**Cell outlines without signal wires**

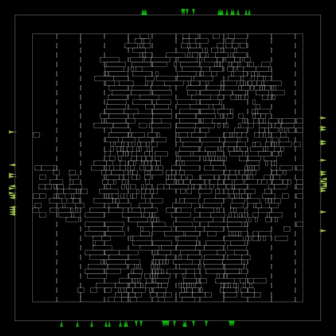
**Register map, names as in the netlist**

Bar = 50 microns. Other sequential cells in the stronger grey, the rest of the logic in the fainter grey.
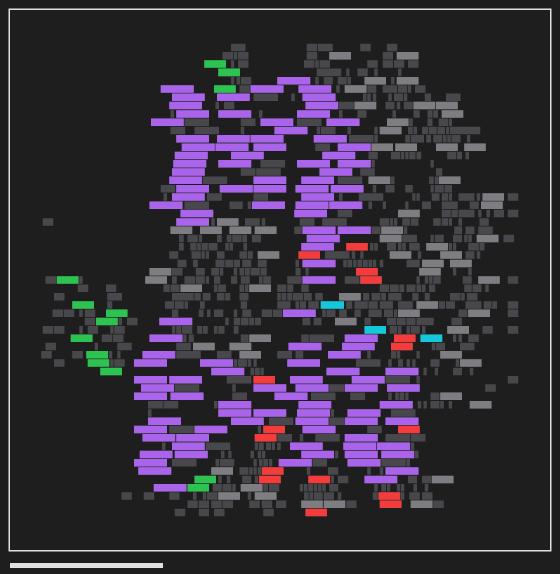
**Sizing map**

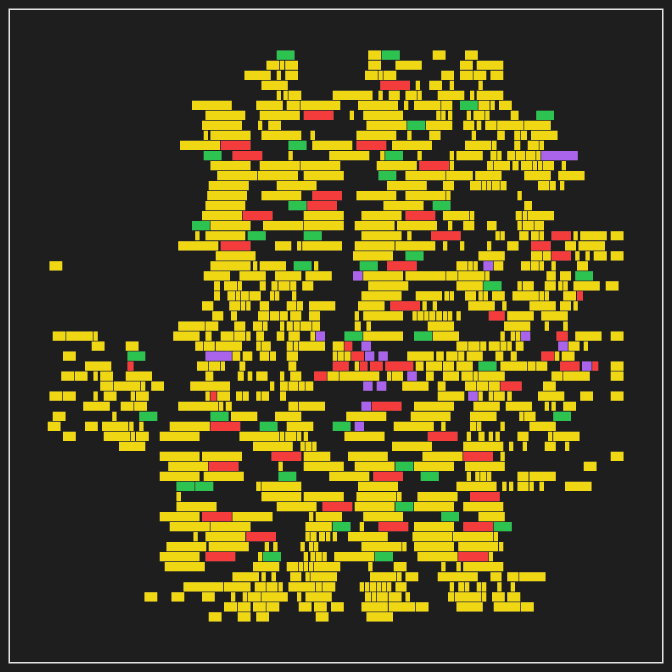
Design vram_writer, sky130hd; sources not shown.
==> impl_metrics.env <==
# physical design summary
export IMPL_die_w_microns=177
export IMPL_final_cell_mix="116 x edfxtp_1, 111 x nand2_1, 93 x dfxtp_1"
export IMPL_switching_share_pct=23.8
export IMPL_cts_htree_levels=2
export IMPL_syn_area_per_cell_sq_um=12.7
export IMPL_intPower_mw=2.82
export IMPL_dominant_cells="registers"
export IMPL_met1Wirelength_microns=9370
export IMPL_io_buffers=66
export IMPL_adder_share_pct=0.872
export IMPL_clk_pin_slew_ns=0.06
export IMPL_cts_path_max_buffers=3
export IMPL_common_cells="116 x edfxtp_1, 111 x nand2_1, 94 x dfxtp_1"
export IMPL_combGateArea_sq_um=3010
export IMPL_place_congestion=0.872
export IMPL_muxShareOfSynthArea_pct=9.10
export IMPL_clock_buffers=39
export IMPL_most_common_cell="edfxtp_1"
export IMPL_drv_cap=0
export IMPL_grt_overflow_total=0
export IMPL_netlist_area_leader_share_pct=40.5
export IMPL_grt_usage_pct=13.1
export IMPL_vdd_drop_max_v=0.000152
export IMPL_routed_top_layer="met4"
export IMPL_cpPeakStageDelay_ns=0.62
export IMPL_wl_met3_microns=1130
export IMPL_routed_wl_microns=20700
export IMPL_yosys_warnings=0
export IMPL_rsz0062_at_grt="false"
export IMPL_grt_first_pass_wirelength_microns=32600
export IMPL_reg2reg_depth=13
export IMPL_simple_gate_share_pct=12.2
export IMPL_fin_setup_tns_ns=0
export IMPL_dp_slack_ns=1.66
export IMPL_tap_cell_count=324
export IMPL_critPathKind="register to primary output"
export IMPL_required_ns=4.32
export IMPL_fp_util_pct=35.5
export IMPL_openroad_warnings=26
export IMPL_grtUsageMet3_pct=3.03
export IMPL_post_cts_buffers=0
export IMPL_via_per_inst=5.13
export IMPL_p_leak_nw=3.44
export IMPL_path_delay_family="buffers and inverters"
export IMPL_ys_area_sq_um=8610
export IMPL_tightest_slew_ns=1.21
export IMPL_start_kind="register"
export IMPL_ys_seq_share_pct=62.3
export IMPL_finalClockSkew_ns=0.0238
export IMPL_route_vias_total=5659
export IMPL_placed_cells=1039
export IMPL_whs_path_depth=4
export IMPL_syn_nets=708
export IMPL_cpMaxStageDelayCell="clkdlybuf4s50_1"
export IMPL_fin_cells=1103
export IMPL_dp_final_hpwl_microns=13500
export IMPL_die_h_microns=177
export IMPL_inv_count=6
export IMPL_finalCriticalPeriod_ns=3.04
export IMPL_aoi_share_pct=9.91
export IMPL_synthTopCellsByArea="edfxtp_1 40%, dfxtp_1 22%, mux4_2 7.6%, nand2_1 4.8%, a311oi_1 3.1%"
export IMPL_outcome="finished, final reports clean"
export IMPL_cp_max_fo=32
export IMPL_cts_tree="done"
export IMPL_clock_area_share_pct=6.22
export IMPL_hold_path_class="input pin to register"
export IMPL_rrSetupSlack_ns=1.78
export IMPL_crit_buf_inv=2
export IMPL_logic_gates=418
export IMPL_nonClkBufAreaFrac_pct=7.53
export IMPL_power_leader="sequential cells"
Back to the opening pictures, 'cell outlines without signal wires':
flop share of the area: 52.6%
core area: 24200 sq um
flip-flops: 210

Back to the opening pictures, 'register map, names as in the netlist':
[cyan] rd_ptr | placed flops: 3
[purple] mem | placed flops: 116
[red] fill_val | placed flops: 16
[green] cursor_addr | placed flops: 13
not coloured: 62
utilization after layout: 42.1%
seq pwr: 1.96 mW
register area: 5370 sq um

Back to the opening pictures, 'sizing map':
[purple] _3 and _4 cells | cells: 17 | share: 2.2%
[red] _2 cells | cells: 48 | share: 6.2%
[yellow] _0 and _1 cells | cells: 675 | share: 87%
[green] _6 and larger | cells: 39 | share: 5.0%
area delta synth->final: 18.5%
design area: 10200 sq um
Setup WS post-layout: 1.76 ns
Signal buffers: 81

Power figures rest on the tool's default switching activity, not on a simulated workload.
